`src/rtl/mux_pkg.sv`:
```
// Shared definitions for the registered scanning multiplexer: mode
// encodings and the width helpers used to size select and dwell counters.
package mux_pkg;

  localparam logic MODE_MANUAL = 1'b0;
  localparam logic MODE_SCAN   = 1'b1;

  // Ceiling log2; clog2(1) = 0, clog2(5) = 3.
  function automatic int clog2(input int value);
    int r;
    r = 0;
    for (int i = 0; i < 31; i++) begin
      if ((1 << i) < value) r = i + 1;
    end
    return r;
  endfunction

  // Width of a field that must hold 0..count-1, never narrower than one bit.
  function automatic int field_width(input int count);
    int r;
    r = clog2(count);
    return (r < 1) ? 1 : r;
  endfunction

endpackage

```
`src/rtl/mux_scan_reg_if.sv`:
```
// Host-side bundle of the scanning multiplexer: the control inputs, the
// flattened channel bank and the registered results. The host owns the
// master modport, the multiplexer the slave modport.
interface mux_scan_reg_if
  import mux_pkg::*;
#(
  parameter int W = 8,
  parameter int N = 4
);

  localparam int SEL_W = field_width(N);

  logic             en;
  logic             mode;
  logic [SEL_W-1:0] sel_in;
  logic [N*W-1:0]   din;
  logic [W-1:0]     dout;
  logic [SEL_W-1:0] sel_out;
  logic             chg;
  logic             err;

  modport master (
    output en, mode, sel_in, din,
    input  dout, sel_out, chg, err
  );

  modport slave (
    input  en, mode, sel_in, din,
    output dout, sel_out, chg, err
  );

endinterface

```
`src/rtl/scan_sel_ctrl.sv`:
```
// Channel selection controller. Decides which channel drives the output on
// the next edge (sel_nxt), either from the host select or from a round-robin
// dwell counter, and keeps the registered select, change strobe and
// illegal-select flag.
module scan_sel_ctrl
  import mux_pkg::*;
#(
  parameter int N     = 4,
  parameter int DWELL = 16
) (
  input  logic                    clk,
  input  logic                    rst_n,
  input  logic                    en,
  input  logic                    mode,
  input  logic [field_width(N)-1:0] sel_in,
  output logic [field_width(N)-1:0] sel_nxt,
  output logic [field_width(N)-1:0] sel_out,
  output logic                    chg,
  output logic                    err
);

  localparam int SEL_W = field_width(N);
  localparam int CNT_W = field_width(DWELL + 1);

  localparam logic [SEL_W-1:0] LAST_SEL = SEL_W'(N - 1);
  localparam logic [CNT_W-1:0] LAST_CNT = CNT_W'(DWELL - 1);
  // One extra bit so N itself is representable when N is a power of two.
  localparam logic [SEL_W:0]   N_EXT    = (SEL_W + 1)'(N);

  logic [CNT_W-1:0] cnt;
  logic [CNT_W-1:0] cnt_nxt;
  logic             err_nxt;
  logic             sel_legal;

  assign sel_legal = ({1'b0, sel_in} < N_EXT);

  // Next-select decision: host select in manual mode (illegal selects hold
  // the current channel), dwell-counted round-robin with explicit wrap at
  // N-1 in scan mode so non-power-of-two N never visits unused codes.
  always_comb begin
    sel_nxt = sel_out;
    cnt_nxt = cnt;
    err_nxt = err;
    if (mode == MODE_SCAN) begin
      if (cnt == LAST_CNT) begin
        cnt_nxt = '0;
        sel_nxt = (sel_out == LAST_SEL) ? '0 : sel_out + SEL_W'(1);
      end else begin
        cnt_nxt = cnt + CNT_W'(1);
      end
    end else begin
      cnt_nxt = '0;
      if (sel_legal) begin
        sel_nxt = sel_in;
        err_nxt = 1'b0;
      end else begin
        err_nxt = 1'b1;
      end
    end
  end

  // Registered select state; en low freezes everything and suppresses chg.
  always_ff @(posedge clk or negedge rst_n) begin
    if (!rst_n) begin
      sel_out <= '0;
      cnt     <= '0;
      err     <= 1'b0;
      chg     <= 1'b0;
    end else if (en) begin
      sel_out <= sel_nxt;
      cnt     <= cnt_nxt;
      err     <= err_nxt;
      chg     <= (sel_nxt != sel_out);
    end else begin
      chg     <= 1'b0;
    end
  end

endmodule

```
`src/rtl/mux_scan_reg.sv`:
```
// Registered N-channel, W-bit multiplexer with manual and round-robin scan
// modes. The select controller chooses the channel; this level extracts
// that channel from the flattened bank and registers it on the same edge
// the select is registered, so dout and sel_out always describe each other.
module mux_scan_reg
  import mux_pkg::*;
#(
  parameter int W     = 8,
  parameter int N     = 4,
  parameter int DWELL = 16
) (
  input logic           clk,
  input logic           rst_n,
  mux_scan_reg_if.slave bus
);

  localparam int SEL_W = field_width(N);

  logic [SEL_W-1:0] sel_nxt;
  logic [W-1:0]     ch_data;

  scan_sel_ctrl #(
    .N     (N),
    .DWELL (DWELL)
  ) u_ctrl (
    .clk     (clk),
    .rst_n   (rst_n),
    .en      (bus.en),
    .mode    (bus.mode),
    .sel_in  (bus.sel_in),
    .sel_nxt (sel_nxt),
    .sel_out (bus.sel_out),
    .chg     (bus.chg),
    .err     (bus.err)
  );

  // Channel extraction for the select that will be registered this edge.
  always_comb begin
    ch_data = '0;
    for (int k = 0; k < N; k++) begin
      if (sel_nxt == SEL_W'(k)) ch_data = bus.din[k*W +: W];
    end
  end

  // Output data register, held while en is low.
  always_ff @(posedge clk or negedge rst_n) begin
    if (!rst_n) begin
      bus.dout <= '0;
    end else if (bus.en) begin
      bus.dout <= ch_data;
    end
  end

endmodule

```
`src/flat_wrapper.sv`:
```
// flat-port wrapper written by rule: the top's interface ports become plain ports
module mux_scan_reg_flat import mux_pkg::*;
#(
  parameter int W     = 8,
  parameter int N     = 4,
  parameter int DWELL = 16
)
  (clk, rst_n, bus_en, bus_mode, bus_sel_in, bus_din, bus_dout, bus_sel_out, bus_chg, bus_err);
  mux_scan_reg_if #(.W(W), .N(N)) bus_i ();
  input logic clk;
  input logic rst_n;
  input wire logic [$bits(bus_i.en)-1:0] bus_en;
  input wire logic [$bits(bus_i.mode)-1:0] bus_mode;
  input wire logic [$bits(bus_i.sel_in)-1:0] bus_sel_in;
  input wire logic [$bits(bus_i.din)-1:0] bus_din;
  output wire logic [$bits(bus_i.dout)-1:0] bus_dout;
  output wire logic [$bits(bus_i.sel_out)-1:0] bus_sel_out;
  output wire logic [$bits(bus_i.chg)-1:0] bus_chg;
  output wire logic [$bits(bus_i.err)-1:0] bus_err;
  assign bus_i.en = bus_en;
  assign bus_i.mode = bus_mode;
  assign bus_i.sel_in = bus_sel_in;
  assign bus_i.din = bus_din;
  assign bus_dout = bus_i.dout;
  assign bus_sel_out = bus_i.sel_out;
  assign bus_chg = bus_i.chg;
  assign bus_err = bus_i.err;
  mux_scan_reg #(.W(W), .N(N), .DWELL(DWELL)) u_core (.clk(clk), .rst_n(rst_n), .bus(bus_i));
endmodule
```
`config.mk`:
```
export PLATFORM = sky130hd
export DESIGN_NAME = mux_scan_reg_flat
export DESIGN_NICKNAME = d
export VERILOG_FILES = /design/src/rtl/mux_pkg.sv /design/src/rtl/mux_scan_reg_if.sv /design/src/rtl/scan_sel_ctrl.sv /design/src/rtl/mux_scan_reg.sv /design/src/flat_wrapper.sv
export SDC_FILE = /design/constraint.sdc
export NUM_CORES = 1
export LEC_CHECK = 0
export CORE_MARGIN = 4
export CORE_UTILIZATION = 45
export CTS_BUF_LIST = sky130_fd_sc_hd__clkbuf_8
export DETAILED_ROUTE_END_ITERATION = 10
export PLACE_DENSITY = 0.87
export SLEW_MARGIN = 0
export SYNTH_ARGS = -nofsm -noshare
export SYNTH_HDL_FRONTEND = slang
export SYNTH_HIERARCHICAL = 1
export SYNTH_SLANG_ARGS = --single-unit
```
`constraint.sdc`:
```
create_clock -name clk -period 4.5 [get_ports clk]
set_input_delay 0.45 -clock clk [delete_from_list [all_inputs] [get_ports clk]]
set_output_delay 0.45 -clock clk [all_outputs]
set_load 0.1 [all_outputs]
```
==> summary.txt, run 1 <==
run results: endpoint of the lowest-slack register-to-register path=u_core/bus.dout[0], post-synth net total=between 100 and 150, fill cell total of the finished layout=~180, proportion of layout cells with a drive suffix above 1=0.0612, iteration-0 DRC count of the detailed router=23, routed length per placed instance=~16 um, sum of overflow across all layers after global routing=0, first drt pass iteration count=4, Clock Power=between 100 and 150 uW, YS chip area=1050 um^2, number of antenna violations at the first check in global routing=0, number of global-route vias before repair=970, bufs w/o clock=between 40 and 50, synth cell count leaders=19 x sky130_fd_sc_hd__mux2i_1, 16 x sky130_fd_sc_hd__dfrtp_1, 10 x sky130_fd_sc_hd__nand2b_1, Syn Std Cell Area=around 1100 um^2, number of inserted diodes=0, internal power=around 340 uW, top_reg_cell synth=sky130_fd_sc_hd__dfrtp_1, crit path launch=u_core/u_ctrl/cnt[0], Final Hold Violating Endpoints=0, Regs by FF count=u_core/bus.dout x8, u_core/u_ctrl/cnt x5, u_core/u_ctrl/sel_out x2, total number of cells along the worst setup path=6, Worst Clk Skew=around 3.4 ps, outcome=finished clean
### Power grid, run 1

The bar under the picture is 20 um long. Pins as bars on the die edge.
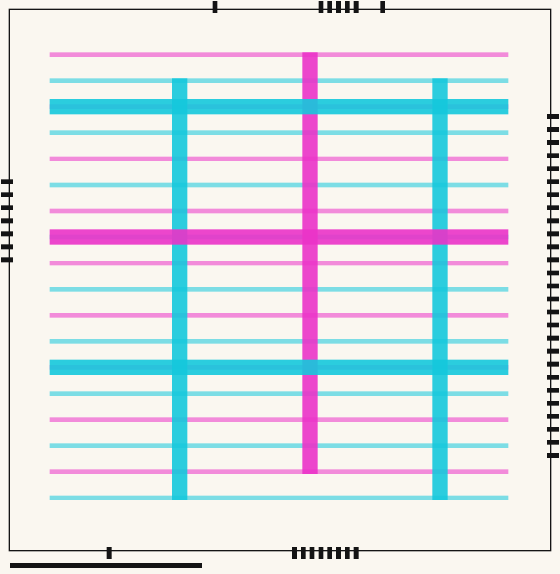
colour	net
magenta	VDD
cyan	VSS
met4 straps	3
signal pins	50
met5 straps	3
rows	17
met1 rails	18
height of the die: 56.3 um
Max VDD drop: 218 uV
Die X: 56.3 um

### Met2 routing, run 1

The bar under the picture is 20 um long.
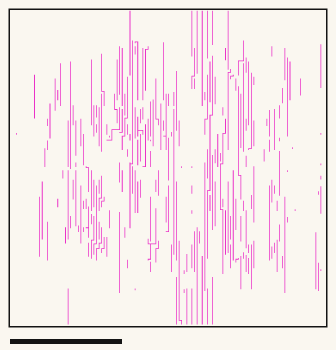
wire length on this layer	1360 um
share of all routed wire	48%
longest straight run	25.8 um
main direction	vertical
Vias: 984
met2 track demand over resource: 0.312
Detailed Route WL: 2.85 mm

### The metal 3 layer, run 1

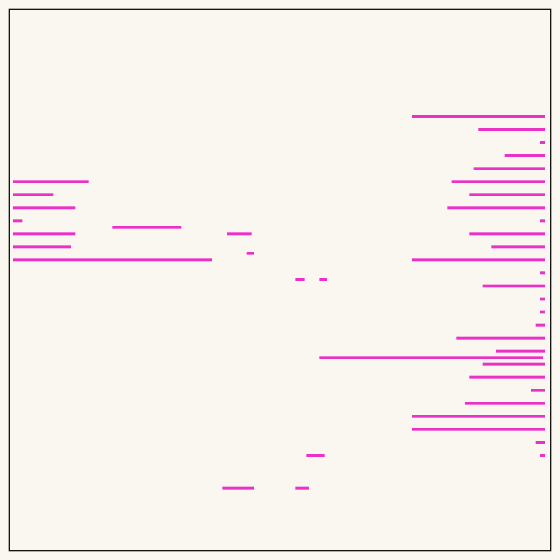
share of all routed wire	8.7%
nets with wire on the layer	38
global-route met3 utilization: 0.0483

### Clock routing, run 1

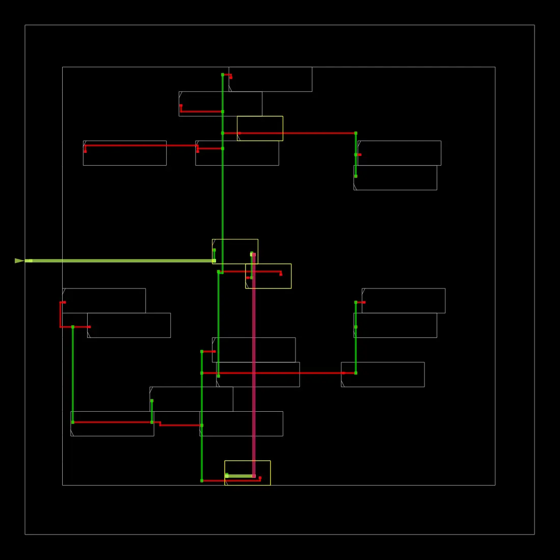

==> run 2, diff against run 1 <==
- CORE_UTILIZATION: 45 -> 38
- PLACE_DENSITY: 0.87 -> 0.78
- clock period: 4.5 -> 2.3 ns (I/O delays scaled with it)
### Clock routing, run 2

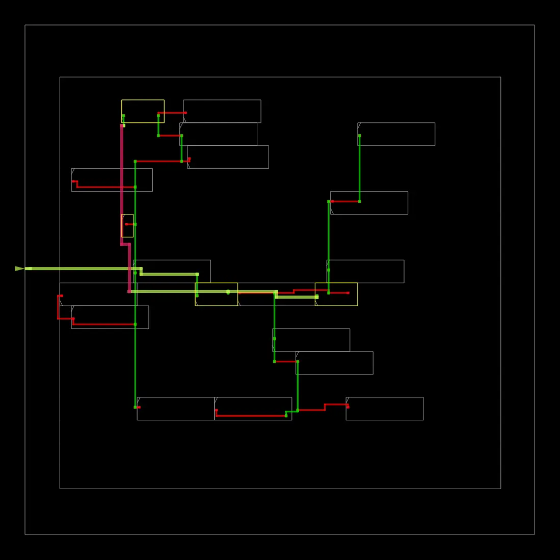
Worst Clk Skew: 5.40 ps
Skew-Pair Late Insertion Delay: 250 ps

### Power grid, run 2

The bar under the picture is 20 um long. Pins as bars on the die edge.
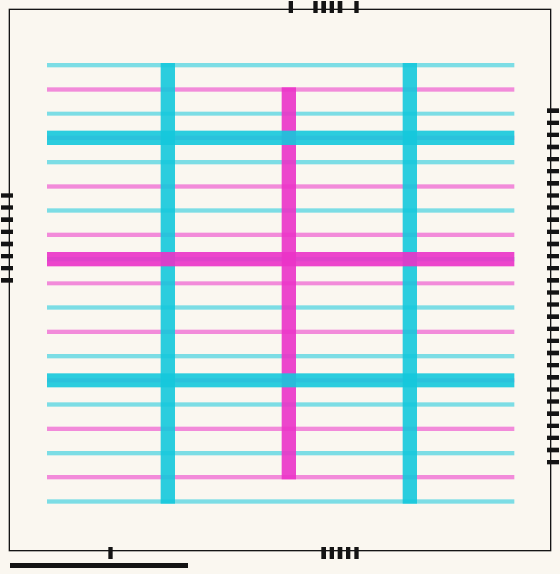
height of the die: 60.6 um
Die X: 60.6 um
area of the placeable core: 2570 um^2
Max VDD drop: 525 uV

==> run 2 against run 1 <==
  * Setup slack worse by 1500 ps
  * Non-clock buffer count up 3
  * Final cell count up 2.9%
  * Synthesized cell count did not move
  * Via count decreased by 2.1%
  * Core utilization down 9.7 points
  * Critical endpoint is now u_core/bus.dout[1]
  * Die area up 16%
  * Count of clock-buffer cells in the layout down 1
  * Register-to-register slack worse by 1500 ps
  * Total power up 90%
  * Fmax is 31% higher
  * Critical path type unchanged
  * Sequential power up 96%
==> summary.txt, run 2 <==
run results: outcome=finished clean, Syn Std Cell Area=roughly 1100 um^2, Vias=just under 1k, proportion of layout cells with a drive suffix above 1=0.167, Clock Power=216 uW, top_reg_cell synth=sky130_fd_sc_hd__dfrtp_1, crit path launch=u_core/u_ctrl/cnt[0], met2 track demand over resource=0.290, sum of overflow across all layers after global routing=0, internal power=between 600 and 700 uW, bufs w/o clock=between 50 and 60, synth cell count leaders=19 x sky130_fd_sc_hd__mux2i_1, 16 x sky130_fd_sc_hd__dfrtp_1, 10 x sky130_fd_sc_hd__nand2b_1, Detailed Route WL=about 2.9 mm, number of global-route vias before repair=1011, Final Hold Violating Endpoints=0, first drt pass iteration count=4, arrival time worst endpoint=2260 ps, fill cell total of the finished layout=roughly 220, global-route met3 utilization=0.0511, commonest cells after routing, fill and taps aside=37 x sky130_fd_sc_hd__clkdlybuf4s50_1, 19 x sky130_fd_sc_hd__mux2i_1, 14 x sky130_fd_sc_hd__dfrtp_1, routed length per placed instance=~16 um, number of antenna violations at the first check in global routing=0, YS chip area=1050 um^2, number of hold-repair buffers added at the cts stage=0, total number of cells along the worst setup path=7, Regs by FF count=u_core/bus.dout x8, u_core/u_ctrl/cnt x5, u_core/u_ctrl/sel_out x2
Power figures rest on the tool's default switching activity, not on a simulated workload.
